File: src/rtl/ipc_pkg.sv
// Shared state encoding and timing defaults for the IPC serial link.
package ipc_pkg;

    localparam int unsigned IpcTLow    = 16;
    localparam int unsigned IpcTHigh   = 16;
    localparam int unsigned IpcTimeout = 65535;

    typedef enum logic [2:0] {
        StIdle,
        StP1Low,
        StP1High,
        StSample,
        StP2Low,
        StP2High
    } ipc_state_e;

    // Bits needed for a counter running 0 .. n-1.
    function automatic int unsigned cnt_width(input int unsigned n);
        return (n < 2) ? 1 : $clog2(n);
    endfunction

endpackage

File: src/rtl/ipc_link_pulse.sv
// One comctrl pulse: low for T_LOW cycles, then high for T_HIGH cycles.
module ipc_link_pulse
    import ipc_pkg::*;
#(
    parameter int unsigned T_LOW  = IpcTLow,
    parameter int unsigned T_HIGH = IpcTHigh
) (
    input  logic clk_sys,
    input  logic reset_n,
    input  logic start,
    output logic ctrl,
    output logic low_end,
    output logic done
);

    localparam int unsigned CntW = cnt_width((T_LOW > T_HIGH) ? T_LOW : T_HIGH);

    typedef enum logic [1:0] {PhIdle, PhLow, PhHigh} phase_e;

    phase_e          phase_q;
    logic [CntW-1:0] cnt_q;

    assign low_end = (phase_q == PhLow)  && (cnt_q == CntW'(T_LOW - 1));
    assign done    = (phase_q == PhHigh) && (cnt_q == CntW'(T_HIGH - 1));

    always_ff @(posedge clk_sys or negedge reset_n) begin
        if (!reset_n) begin
            phase_q <= PhIdle;
            cnt_q   <= '0;
            ctrl    <= 1'b1;
        end else begin
            unique case (phase_q)
                PhIdle: begin
                    if (start) begin
                        phase_q <= PhLow;
                        cnt_q   <= '0;
                        ctrl    <= 1'b0;
                    end
                end
                PhLow: begin
                    if (low_end) begin
                        phase_q <= PhHigh;
                        cnt_q   <= '0;
                        ctrl    <= 1'b1;
                    end else begin
                        cnt_q <= cnt_q + 1'b1;
                    end
                end
                PhHigh: begin
                    if (done) begin
                        phase_q <= PhIdle;
                    end else begin
                        cnt_q <= cnt_q + 1'b1;
                    end
                end
                default: begin
                    phase_q <= PhIdle;
                    ctrl    <= 1'b1;
                end
            endcase
        end
    end

endmodule

File: src/rtl/ipc_link.sv
// IPC side of a bit-serial host link: one host bit per two comctrl pulses, reply MSB first.
// Define IPC_LINK_TIMEOUT_EN to abort partial bytes after TIMEOUT idle cycles (drives rx_err).
module ipc_link
    import ipc_pkg::*;
#(
    parameter int unsigned T_LOW   = IpcTLow,
    parameter int unsigned T_HIGH  = IpcTHigh,
    parameter int unsigned TIMEOUT = IpcTimeout
) (
    input  logic       clk_sys,
    input  logic       reset_n,
    output logic       comctrl,
    input  logic       comdata_in,
    output logic       comdata_out,
    output logic [7:0] rx_data,
    output logic       rx_valid,
    input  logic [7:0] tx_data,
    input  logic       tx_load,
    output logic       tx_busy,
    output logic       rx_err
);

    ipc_state_e state_q;
    logic [1:0] sync_q;
    logic       din_s;
    logic       start_seen_q;
    logic       pulse_start;
    logic       low_end;
    logic       pulse_done;
    logic       timeout_hit;
    logic [7:0] rx_shift_q;
    logic [7:0] tx_shift_q;
    logic [2:0] rx_cnt_q;
    logic [2:0] tx_cnt_q;
    logic       rx_full_q;
    logic       tx_last_q;
    logic       tx_arm_q;

    assign din_s       = sync_q[1];
    assign pulse_start = ((state_q == StIdle) && !din_s && start_seen_q) || (state_q == StSample);

    ipc_link_pulse #(
        .T_LOW  (T_LOW),
        .T_HIGH (T_HIGH)
    ) u_pulse (
        .clk_sys (clk_sys),
        .reset_n (reset_n),
        .start   (pulse_start),
        .ctrl    (comctrl),
        .low_end (low_end),
        .done    (pulse_done)
    );

    always_ff @(posedge clk_sys or negedge reset_n) begin
        if (!reset_n) begin
            state_q      <= StIdle;
            sync_q       <= 2'b11;
            start_seen_q <= 1'b0;
            rx_shift_q   <= '0;
            tx_shift_q   <= '0;
            rx_cnt_q     <= '0;
            tx_cnt_q     <= '0;
            rx_full_q    <= 1'b0;
            tx_last_q    <= 1'b0;
            tx_arm_q     <= 1'b0;
            comdata_out  <= 1'b1;
            rx_data      <= '0;
            rx_valid     <= 1'b0;
            tx_busy      <= 1'b0;
        end else begin
            sync_q       <= {sync_q[0], comdata_in};
            rx_valid     <= 1'b0;
            start_seen_q <= (state_q == StIdle) && !din_s;

            if (tx_load && !tx_busy) begin
                tx_shift_q <= tx_data;
                tx_busy    <= 1'b1;
                tx_cnt_q   <= '0;
            end

            unique case (state_q)
                StIdle: begin
                    if (!din_s && start_seen_q) begin
                        state_q  <= StP1Low;
                        // A reply only drives slots that begin after it was loaded.
                        tx_arm_q <= tx_busy;
                    end
                end
                StP1Low:  if (low_end)    state_q <= StP1High;
                StP1High: if (pulse_done) state_q <= StSample;
                StSample: begin
                    rx_shift_q <= {rx_shift_q[6:0], din_s};
                    rx_cnt_q   <= rx_cnt_q + 1'b1;
                    rx_full_q  <= (rx_cnt_q == 3'd7);
                    if (tx_arm_q) begin
                        comdata_out <= tx_shift_q[7];
                        tx_shift_q  <= {tx_shift_q[6:0], 1'b1};
                        tx_cnt_q    <= tx_cnt_q + 1'b1;
                        tx_last_q   <= (tx_cnt_q == 3'd7);
                    end
                    state_q <= StP2Low;
                end
                StP2Low: begin
                    if (low_end) begin
                        state_q     <= StP2High;
                        comdata_out <= 1'b1;
                    end
                end
                StP2High: begin
                    if (pulse_done) begin
                        state_q <= StIdle;
                        if (rx_full_q) begin
                            rx_data   <= rx_shift_q;
                            rx_valid  <= 1'b1;
                            rx_full_q <= 1'b0;
                        end
                        if (tx_last_q) begin
                            tx_busy   <= 1'b0;
                            tx_last_q <= 1'b0;
                            tx_arm_q  <= 1'b0;
                        end
                    end
                end
                default: state_q <= StIdle;
            endcase

            if (timeout_hit) begin
                rx_cnt_q  <= '0;
                tx_cnt_q  <= '0;
                tx_busy   <= 1'b0;
                tx_last_q <= 1'b0;
                tx_arm_q  <= 1'b0;
            end
        end
    end

`ifdef IPC_LINK_TIMEOUT_EN
    localparam int unsigned ToW = cnt_width(TIMEOUT);

    logic [ToW-1:0] idle_cnt_q;
    logic           rx_err_q;
    logic           idle_partial;

    assign idle_partial = (state_q == StIdle) && (rx_cnt_q != 3'd0);
    assign timeout_hit  = idle_partial && (idle_cnt_q == ToW'(TIMEOUT - 1));
    assign rx_err       = rx_err_q;

    always_ff @(posedge clk_sys or negedge reset_n) begin
        if (!reset_n) begin
            idle_cnt_q <= '0;
            rx_err_q   <= 1'b0;
        end else begin
            rx_err_q <= timeout_hit;
            if (idle_partial && !timeout_hit) begin
                idle_cnt_q <= idle_cnt_q + 1'b1;
            end else begin
                idle_cnt_q <= '0;
            end
        end
    end
`else
    logic unused_timeout;

    assign unused_timeout = ^TIMEOUT;
    assign timeout_hit    = 1'b0;
    assign rx_err         = 1'b0;
`endif

endmodule

File: config.mk
export PLATFORM = sky130hd
export DESIGN_NAME = ipc_link
export DESIGN_NICKNAME = d
export VERILOG_FILES = /design/src/rtl/ipc_pkg.sv /design/src/rtl/ipc_link_pulse.sv /design/src/rtl/ipc_link.sv
export SDC_FILE = /design/constraint.sdc
export NUM_CORES = 1
export LEC_CHECK = 0
export CAP_MARGIN = 20
export CORE_UTILIZATION = 60
export CTS_CLUSTER_DIAMETER = 50
export CTS_CLUSTER_SIZE = 28
export DETAILED_ROUTE_END_ITERATION = 7
export GPL_ROUTABILITY_DRIVEN = 0
export PLACE_DENSITY = 0.81
export SLEW_MARGIN = 10
export SYNTH_ARGS = -nofsm -noshare
export SYNTH_HDL_FRONTEND = slang
export SYNTH_SLANG_ARGS = --single-unit
File: constraint.sdc
create_clock -name clk_sys -period 4.8 [get_ports clk_sys]
set_input_delay 0.96 -clock clk_sys [delete_from_list [all_inputs] [get_ports clk_sys]]
set_output_delay 0.96 -clock clk_sys [all_outputs]
set_load 0.1 [all_outputs]
floorplan.png
Scale bar: 20 µm. Pins as bars on the die edge.
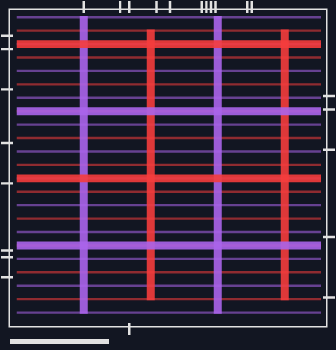
red -> VDD
purple -> VSS
signal pins = 25
rows = 22
VDD IR max: 0.000262 V
Die X: 64.0 µm
core area: 3690 µm²
die height: 64.0 µm

class_map.png
Fill, decap, tap and diode cells in gray.
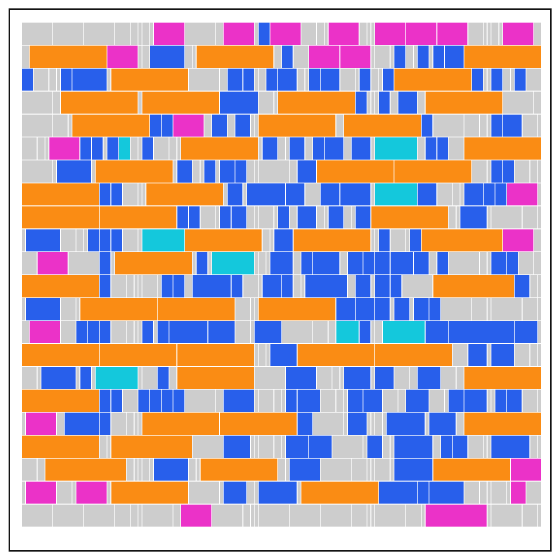
cyan -> clock drivers and dummy loads  # cells 8, share of their area 3.6%
magenta -> remaining buffers and delay cells  # cells 24, share of their area 9.5%
orange -> registers  # cells 49, share of their area 48%
blue -> remaining logic cells  # cells 170, share of their area 39%
final core area utilization: 71.8%
Seq/total area: 46.5%
Site Rows: 22

clock_wires.png
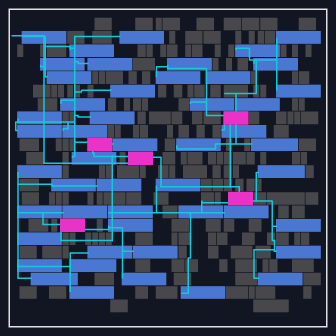
magenta -> clock-net drivers  # count 5
cyan -> clock wires  # length 536 µm
blue -> flip-flops  # count 49
routed clock nets = 6
flops lie = all over the die
Clock Power Share: 27.4%
Clock Skew: 5.76 ps

layers.png
Scale bar: 20 µm. Only two layers are drawn.
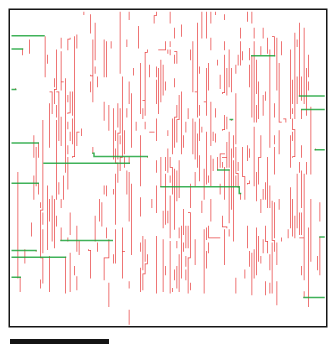
red -> M2  # wire length 1,870 µm
green -> M3  # wire length 117 µm
WL final: 4010 µm
WL/cell: 13.4 µm
via count: 1,691
GR Util All Layers: 22.7%

==> metrics.yaml <==
status: "complete, no violations"
port_buffers: 23
top_cell: "nand2_1"
rrSetupSlack_ps: 2680
startpoint_type: "register"
warnings: 30
maxPowerGroup: "registers"
rsz0062_at_grt: "false"
busiest_layer: "met2"
syn_area_um2: 2310
crit_chain: "clkdlybuf4s50_1"
dpl_cell_area_um2: 2530
htreeDepth: 2
ys_sh_simple_pct: 19.8
antenna_cells: 0
power_leakage_nw: 1.27
clock_buffers: 7
sequentialPower_uw: 468
clk_pin_slew_worst_paths_ps: 80
p_seq_share_pct: 51.3
inv_count: 4
largest_class: "flip-flops and latches"
yosys-top-cells-count: "nand2_1 (58), dfrtp_1 (45), nor2_1 (14)"
fmax_mhz: 340
first_global_vias: 1636
ys_area_um2: 2310
report.final.slew_viol_count: 0
finalPower_uw: 911
seq_cells: 49
synth_top_flop_cell: "dfrtp_1"
worstPathMaxFanout: 3
logic_area_um2: 1000
cp_slowest_cell: "clkdlybuf4s50_1"
finalCriticalPeriod_ps: 2940
nets: 272
critPathTopFamily: "buffers and inverters"
cts_buffer_depth: 2
clk_latency_ps: 300
drt_iter0_drc: 91
whs_ps: 358
regToRegStartpoint: "u_pulse.phase_q[0]"
hold_depth: 0
drc: 0
synth_top_area_share_pct: 48.8
cts_buffers: 5
final_cell_area_um2: 2650
finalHoldViolations: 0
wl_met2_um: 1870
layout.cells.non_filler: 299
postSynthSeqShare_pct: 53.3
swShare_pct: 29.6
drt_pass1_iterations: 4
power.density_nw_per_um2: 344
p_int_uw: 641
cp.arrival_ps: 1980
crit_buf_inv: 1
grt_antenna_before_repair: 0
place_inst: 290
wl_met1_um: 1960
n_fill_cell: 299
crit_type: "reg2out"
async_flop_share_pct: 100
r2r_end: "rx_data[0]"
setup_violations: 0
grt_max_degree: 50
worstHoldStart: "sync_q[0]"
largestRegisters: "rx_data: 8 flops, rx_shift_q: 8 flops, tx_shift_q: 8 flops"
dp_hpwl_um: 2690
ios: 25
p_clk_uw: 250
cap_violations: 0
initCoreUtil_pct: 62.6
dp_slack_ps: 2180
setup_slack_ps: 1860
required_ps: 3840
cts_root_buf: "clkbuf_8"
Power figures rest on the tool's default switching activity, not on a simulated workload.
